**Metal 3**

Bar = 100 µm.
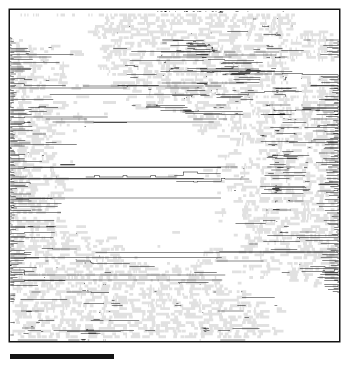
**Signal wires on met4**

Supply wires on this layer in grey.
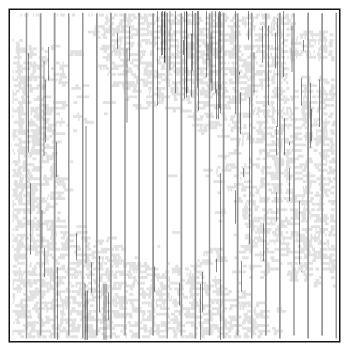
**Metal 1**

Supply wires on this layer in grey.
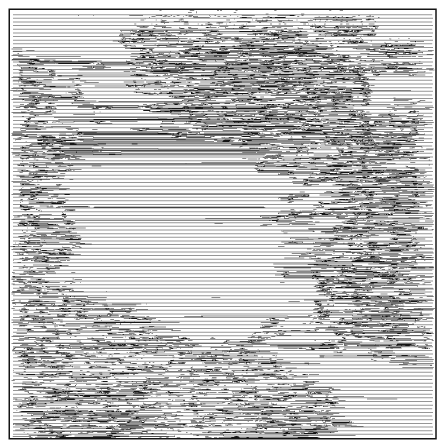
===== config.mk =====
export PLATFORM = sky130hd
export DESIGN_NAME = if_packet_sender
export DESIGN_NICKNAME = d
export VERILOG_FILES = /design/src/rtl/if_packet_sender_pkg.sv /design/src/rtl/if_packet_sender_align.sv /design/src/rtl/if_packet_sender.sv
export SDC_FILE = /design/constraint.sdc
export NUM_CORES = 1
export LEC_CHECK = 0
export CAP_MARGIN = 20
export CORE_AREA = 2 2 315 317
export CTS_CLUSTER_DIAMETER = 150
export DETAILED_ROUTE_END_ITERATION = 10
export DIE_AREA = 0 0 317 319
export PLACE_DENSITY = 0.51
export SLEW_MARGIN = 20
export SYNTH_ARGS = -nofsm -noshare
export SYNTH_HDL_FRONTEND = slang
export SYNTH_SLANG_ARGS = --single-unit

===== constraint.sdc =====
create_clock -name clk -period 5.5 [get_ports clk]
set_input_delay 0.55 -clock clk [delete_from_list [all_inputs] [get_ports clk]]
set_output_delay 0.55 -clock clk [all_outputs]
set_load 0.02 [all_outputs]

===== src/rtl/if_packet_sender_pkg.sv =====
// Shared types and widths for the IF-stage packet sender: FSM states, packet record, lane widths.
package if_packet_sender_pkg;

  localparam int unsigned EXC_W  = 5;
  localparam int unsigned CKPT_W = 8;
  localparam int unsigned SLOTS  = 4;

  typedef enum logic [2:0] {
    S_IDLE,
    S_REQ,
    S_WAIT,
    S_DRAIN,
    S_HALT
  } if_state_e;

  typedef struct packed {
    logic [3:0]          enable;
    logic [127:0]        inst;
    logic [2:0]          num;
    logic [31:0]         base;
    logic                exc;
    logic [EXC_W-1:0]    code;
    logic                refill;
    logic [127:0]        dest;
    logic [3:0]          take;
    logic [4*CKPT_W-1:0] info;
  } if_pkt_t;

  function automatic logic [31:0] next_line_pc(input logic [27:0] line_idx);
    return {line_idx + 28'd1, 4'b0000};
  endfunction

endpackage


===== src/rtl/if_packet_sender_align.sv =====
// if_pkt_align: rotates an I-cache line and its prediction lanes to the fetch PC,
// truncates after the first predicted-taken slot and picks the following fetch PC.
module if_pkt_align
  import if_packet_sender_pkg::*;
(
  input  logic [31:2]          pc_i,
  input  logic                 exc_i,
  input  logic [127:0]         line_i,
  input  logic [3:0]           take_i,
  input  logic [127:0]         dest_i,
  input  logic [4*CKPT_W-1:0]  info_i,
  output logic [127:0]         inst_p_o,
  output logic [3:0]           take_p_o,
  output logic [127:0]         dest_p_o,
  output logic [4*CKPT_W-1:0]  info_p_o,
  output logic [3:0]           enable_o,
  output logic [2:0]           num_o,
  output logic [31:0]          next_pc_o
);

  logic [31:0]       line_w [SLOTS];
  logic [31:0]       dest_w [SLOTS];
  logic [CKPT_W-1:0] info_w [SLOTS];
  logic [1:0]        off, word, k;
  logic [2:0]        n0, num;
  logic              found;

  always_comb begin
    for (int unsigned i = 0; i < SLOTS; i++) begin
      line_w[i] = line_i[32*i +: 32];
      dest_w[i] = dest_i[32*i +: 32];
      info_w[i] = info_i[CKPT_W*i +: CKPT_W];
    end
  end

  always_comb begin
    off      = pc_i[3:2];
    n0       = 3'd4 - {1'b0, off};
    found    = 1'b0;
    k        = '0;
    word     = '0;
    inst_p_o = '0;
    dest_p_o = '0;
    info_p_o = '0;
    take_p_o = '0;
    enable_o = '0;
    // Only words at or after the fetch offset exist in this packet.
    for (int unsigned i = 0; i < SLOTS; i++) begin
      if (3'(i) < n0) begin
        word = off + 2'(i);
        inst_p_o[32*i +: 32]         = line_w[word];
        dest_p_o[32*i +: 32]         = dest_w[word];
        info_p_o[CKPT_W*i +: CKPT_W] = info_w[word];
        if (!found && !exc_i && take_i[word]) begin
          found = 1'b1;
          k     = 2'(i);
        end
      end
    end
    num = exc_i ? 3'd1 : (found ? {1'b0, k} + 3'd1 : n0);
    if (found) take_p_o[k] = 1'b1;
    for (int unsigned i = 0; i < SLOTS; i++) begin
      enable_o[i] = (3'(i) < num);
    end
    num_o     = num;
    next_pc_o = found ? dest_w[off + k] : next_line_pc(pc_i[31:4]);
  end

endmodule


===== src/rtl/if_packet_sender.sv =====
// IF-stage producer: owns the fetch PC, requests I-cache lines and emits one aligned packet per line.
// Optional performance counters are built when IF_PERF_CNT_EN is defined.
module if_packet_sender
  import if_packet_sender_pkg::*;
#(
  parameter logic [31:0] RESET_PC = 32'hBFC0_0000,
  parameter int unsigned PERF_W   = 32
) (
  input  logic                 clk,
  input  logic                 rst,
  input  logic                 SBA_flush_w_i,
  input  logic [31:0]          SBA_flushDest_i,
  input  logic                 CP0_excOccur_w_i,
  input  logic [31:0]          CP0_excDest_i,
  input  logic                 ID_stopFetch_i,
  output logic                 IC_req_o,
  output logic [31:0]          IC_addr_o,
  input  logic                 IC_ack_i,
  input  logic                 IC_rvalid_i,
  input  logic [127:0]         IC_line_i,
  input  logic                 IC_hasException_i,
  input  logic [EXC_W-1:0]     IC_ExcCode_i,
  input  logic                 IC_isRefill_i,
  input  logic [3:0]           BP_predTake_i,
  input  logic [127:0]         BP_predDest_i,
  input  logic [4*CKPT_W-1:0]  BP_predInfo_i,
  output logic                 IF_valid_o,
  output logic [3:0]           IF_instEnable_o,
  output logic [127:0]         IF_inst_p_o,
  output logic [2:0]           IF_instNum_o,
  output logic [31:0]          IF_instBasePC_o,
  output logic                 IF_hasException_o,
  output logic [EXC_W-1:0]     IF_ExcCode_o,
  output logic                 IF_isRefill_o,
  output logic [127:0]         IF_predDest_p_o,
  output logic [3:0]           IF_predTake_p_o,
  output logic [4*CKPT_W-1:0]  IF_predInfo_p_o,
  output logic [PERF_W-1:0]    IF_perfPkts_o,
  output logic [PERF_W-1:0]    IF_perfStall_o
);

  if_state_e           state_q, state_d;
  logic [31:0]         pc_q, pc_d;
  logic                valid_q, valid_d;
  if_pkt_t             pkt_q, pkt_d;
  logic                flush;
  logic [31:0]         flush_dest;
  logic [127:0]        al_inst, al_dest;
  logic [3:0]          al_take, al_en;
  logic [4*CKPT_W-1:0] al_info;
  logic [2:0]          al_num;
  logic [31:0]         al_next_pc;

  assign flush      = CP0_excOccur_w_i | SBA_flush_w_i;
  assign flush_dest = CP0_excOccur_w_i ? CP0_excDest_i : SBA_flushDest_i;

  if_pkt_align u_align (
    .pc_i      (pc_q[31:2]),
    .exc_i     (IC_hasException_i),
    .line_i    (IC_line_i),
    .take_i    (BP_predTake_i),
    .dest_i    (BP_predDest_i),
    .info_i    (BP_predInfo_i),
    .inst_p_o  (al_inst),
    .take_p_o  (al_take),
    .dest_p_o  (al_dest),
    .info_p_o  (al_info),
    .enable_o  (al_en),
    .num_o     (al_num),
    .next_pc_o (al_next_pc)
  );

  always_ff @(posedge clk or negedge rst) begin
    if (!rst) state_q <= S_IDLE;
    else      state_q <= state_d;
  end

  always_comb begin
    state_d = state_q;
    if (flush) begin
      // A response already accepted by the I-cache must be swallowed before refetching.
      case (state_q)
        S_WAIT:  state_d = IC_rvalid_i ? S_REQ : S_DRAIN;
        S_REQ:   state_d = IC_ack_i ? S_DRAIN : S_REQ;
        S_DRAIN: state_d = IC_rvalid_i ? S_REQ : S_DRAIN;
        default: state_d = ID_stopFetch_i ? S_IDLE : S_REQ;
      endcase
    end else begin
      case (state_q)
        S_IDLE:  if (!ID_stopFetch_i) state_d = S_REQ;
        S_REQ:   if (IC_ack_i) state_d = S_WAIT;
        S_WAIT:  if (IC_rvalid_i) state_d = IC_hasException_i ? S_HALT :
                                            (ID_stopFetch_i ? S_IDLE : S_REQ);
        S_DRAIN: if (IC_rvalid_i) state_d = S_REQ;
        default: state_d = state_q;
      endcase
    end
  end

  always_comb begin
    IC_req_o = (state_q == S_REQ);
    valid_d  = (state_q == S_WAIT) && IC_rvalid_i && !flush;
    pc_d     = pc_q;
    if (flush)                                pc_d = flush_dest;
    else if (valid_d && !IC_hasException_i)   pc_d = al_next_pc;
    pkt_d = pkt_q;
    if (valid_d) begin
      pkt_d.enable = al_en;
      pkt_d.inst   = al_inst;
      pkt_d.num    = al_num;
      pkt_d.base   = pc_q;
      pkt_d.exc    = IC_hasException_i;
      pkt_d.code   = IC_ExcCode_i;
      pkt_d.refill = IC_isRefill_i;
      pkt_d.dest   = al_dest;
      pkt_d.take   = al_take;
      pkt_d.info   = al_info;
    end
  end

  always_ff @(posedge clk or negedge rst) begin
    if (!rst) begin
      pc_q    <= RESET_PC;
      valid_q <= 1'b0;
      pkt_q   <= '0;
    end else begin
      pc_q    <= pc_d;
      valid_q <= valid_d;
      pkt_q   <= pkt_d;
    end
  end

  assign IC_addr_o         = pc_q;
  assign IF_valid_o        = valid_q;
  assign IF_instEnable_o   = pkt_q.enable;
  assign IF_inst_p_o       = pkt_q.inst;
  assign IF_instNum_o      = pkt_q.num;
  assign IF_instBasePC_o   = pkt_q.base;
  assign IF_hasException_o = pkt_q.exc;
  assign IF_ExcCode_o      = pkt_q.code;
  assign IF_isRefill_o     = pkt_q.refill;
  assign IF_predDest_p_o   = pkt_q.dest;
  assign IF_predTake_p_o   = pkt_q.take;
  assign IF_predInfo_p_o   = pkt_q.info;

`ifdef IF_PERF_CNT_EN
  logic [PERF_W-1:0] perf_pkts_q, perf_pkts_d, perf_stall_q, perf_stall_d;

  always_comb begin
    perf_pkts_d  = perf_pkts_q + PERF_W'(valid_q);
    perf_stall_d = perf_stall_q + PERF_W'((state_q == S_IDLE) && ID_stopFetch_i);
  end

  always_ff @(posedge clk or negedge rst) begin
    if (!rst) begin
      perf_pkts_q  <= '0;
      perf_stall_q <= '0;
    end else begin
      perf_pkts_q  <= perf_pkts_d;
      perf_stall_q <= perf_stall_d;
    end
  end

  assign IF_perfPkts_o  = perf_pkts_q;
  assign IF_perfStall_o = perf_stall_q;
`else
  assign IF_perfPkts_o  = '0;
  assign IF_perfStall_o = '0;
`endif

endmodule

==> Changelog: implementation <==
## Implementation

* Worst Hold Launch: IC_isRefill_i
* Slew @ Worst Pin at about 1400 ps
* Inst Count DP at 4114
* CP max stage cell: dfrtp_4
* Status: complete, no violations
* Power Dens Cells at around 410 nW/µm²
* Psw at between 5 and 6 mW
* CTS tree: done
* Slew Limit Fails at 0
* Total gr overflow at 0
* Final Util at 34.7%
* Nets at approximately 3300
* Final period utilization at approximately 86%
* Number of fill cells at 9826
* Registers at ~370
* Total die size at just over 100000 µm²
* Core Region at ~98000 µm²
* Ys flops at between 300 and 400
* Max Cap Viol at 0
* Gate Area at 13300 µm²
* Setup TNS at 0 ps
* Ports at 806
About 'metal 3':
- main direction: horizontal
- share of all routed wire: 9.4%
- wire length on this layer: 10700 µm
M3 GR Usage: 6.67%
via count: 21700
Post-Route WL: 114000 µm

About 'signal wires on met4':
- share of all routed wire: 3.7%
- nets with wire on the layer: 55

About 'metal 1':
- longest straight run: 218 µm
- nets with wire on the layer: 2880
met1 Use GR: 28.2%

-- placed cells by master (no fill, tap or decap), drive strengths merged, types with 75 or more instances in the layout --
cell type / instances
clkdlybuf4s50: 738
nand2: 365
dfrtp: 364
o21ai: 232
mux4: 210
a22o: 148
nor2: 142
a21oi: 141
clkbuf: 80
mux2i: 75
-- registers in the layout (all words and copies together), names as in the netlist, 4 cells and up --
register,flops
IC_addr_o,32
IF_ExcCode_o,5
IF_instBasePC_o,32
IF_instEnable_o,4
IF_inst_p_o,128
IF_predDest_p_o,128
IF_predInfo_p_o,32
IF_predTake_p_o,4
-- worst max path at each step --
stage / from / end / slack [ps]
2_1_floorplan: IC_addr_o[3] / IC_addr_o[29] / 990
4_1_cts: IC_addr_o[2] / IC_addr_o[21] / 660
3_5_place_dp: IC_addr_o[2] / IC_addr_o[21] / 670
5_1_grt: IC_addr_o[2] / IC_addr_o[21] / 360
3_3_place_gp: IC_addr_o[2] / IC_addr_o[21] / 760
6_report: IC_addr_o[2] / IC_addr_o[21] / 740
-- Yosys cell counts (5+ instances only) --
| library cell | instances | share of area, % |
|---|---|---|
| o21ai_0 | 225 | 4.8 |
| nand2_1 | 365 | 5.8 |
| a211oi_1 | 15 | 0.48 |
| nor4_1 | 5 | 0.13 |
| ha_1 | 9 | 0.48 |
| o21ai_1 | 7 | 0.15 |
| o22ai_1 | 5 | 0.13 |
| and3_1 | 8 | 0.21 |
| a221oi_1 | 14 | 0.52 |
| a22o_1 | 148 | 5.5 |
| clkbuf_1 | 139 | 2.2 |
| dfstp_2 | 9 | 1.0 |
| a211o_1 | 8 | 0.30 |
| a21oi_1 | 140 | 3.0 |
| a31oi_1 | 5 | 0.13 |
| a22oi_1 | 8 | 0.25 |
| mux2i_1 | 75 | 3.2 |
| buf_4 | 67 | 2.1 |
| o211ai_1 | 7 | 0.22 |
| inv_1 | 21 | 0.33 |
| nand3_1 | 20 | 0.42 |
| mux4_2 | 210 | 20 |
| dfrtp_1 | 364 | 38 |
| buf_1 | 8 | 0.13 |
| xnor2_1 | 7 | 0.26 |
| xor2_1 | 9 | 0.33 |
| nor2_1 | 141 | 2.2 |
| nand4_1 | 7 | 0.18 |
| mux2_2 | 73 | 3.5 |
| buf_2 | 47 | 0.99 |
-- per-layer routing --
| metal | vias to the layer above | part of all wire [%] |
|---|---|---|
| met5 | - | 0.033 |
| met4 | 6 | 3.7 |
| met3 | 179 | 9.4 |
| met2 | 972 | 46 |
| met1 | 11000 | 41 |
| li1 | 9579 | - |
-- worst max-delay path: cells and delay by family, from the launching register on --
family | cells | cell delay [ps]
flops | 1 | 710
simple gates | 3 | 260
mux | 2 | 1030
buf+inv | 2 | 700
fa+ha+maj | 2 | 1040
compound gates | 4 | 870
-- kinds of logic after synthesis --
kind of cell               count (synthesis)  share of synthesized area [%]
buffers and inverters                    286                           5.87
adders and majority gates                  9                          0.475
and+or+nand+nor                          577                           9.98
DFF                                      373                           39.5
xor gates and xnor gates                  17                          0.660
muxes                                    358                           26.6
other                                      1                         0.0158
AOI/OAI and AO/OA                        621                           16.9
-- repair_timing --
action | 4_1_cts | 5_1_grt
hold buffers | 1 | 0
setup buffers | 0 | 0
endpoints found under the hold margin | 72 | 0
Power and IR drop assume default switching activity.
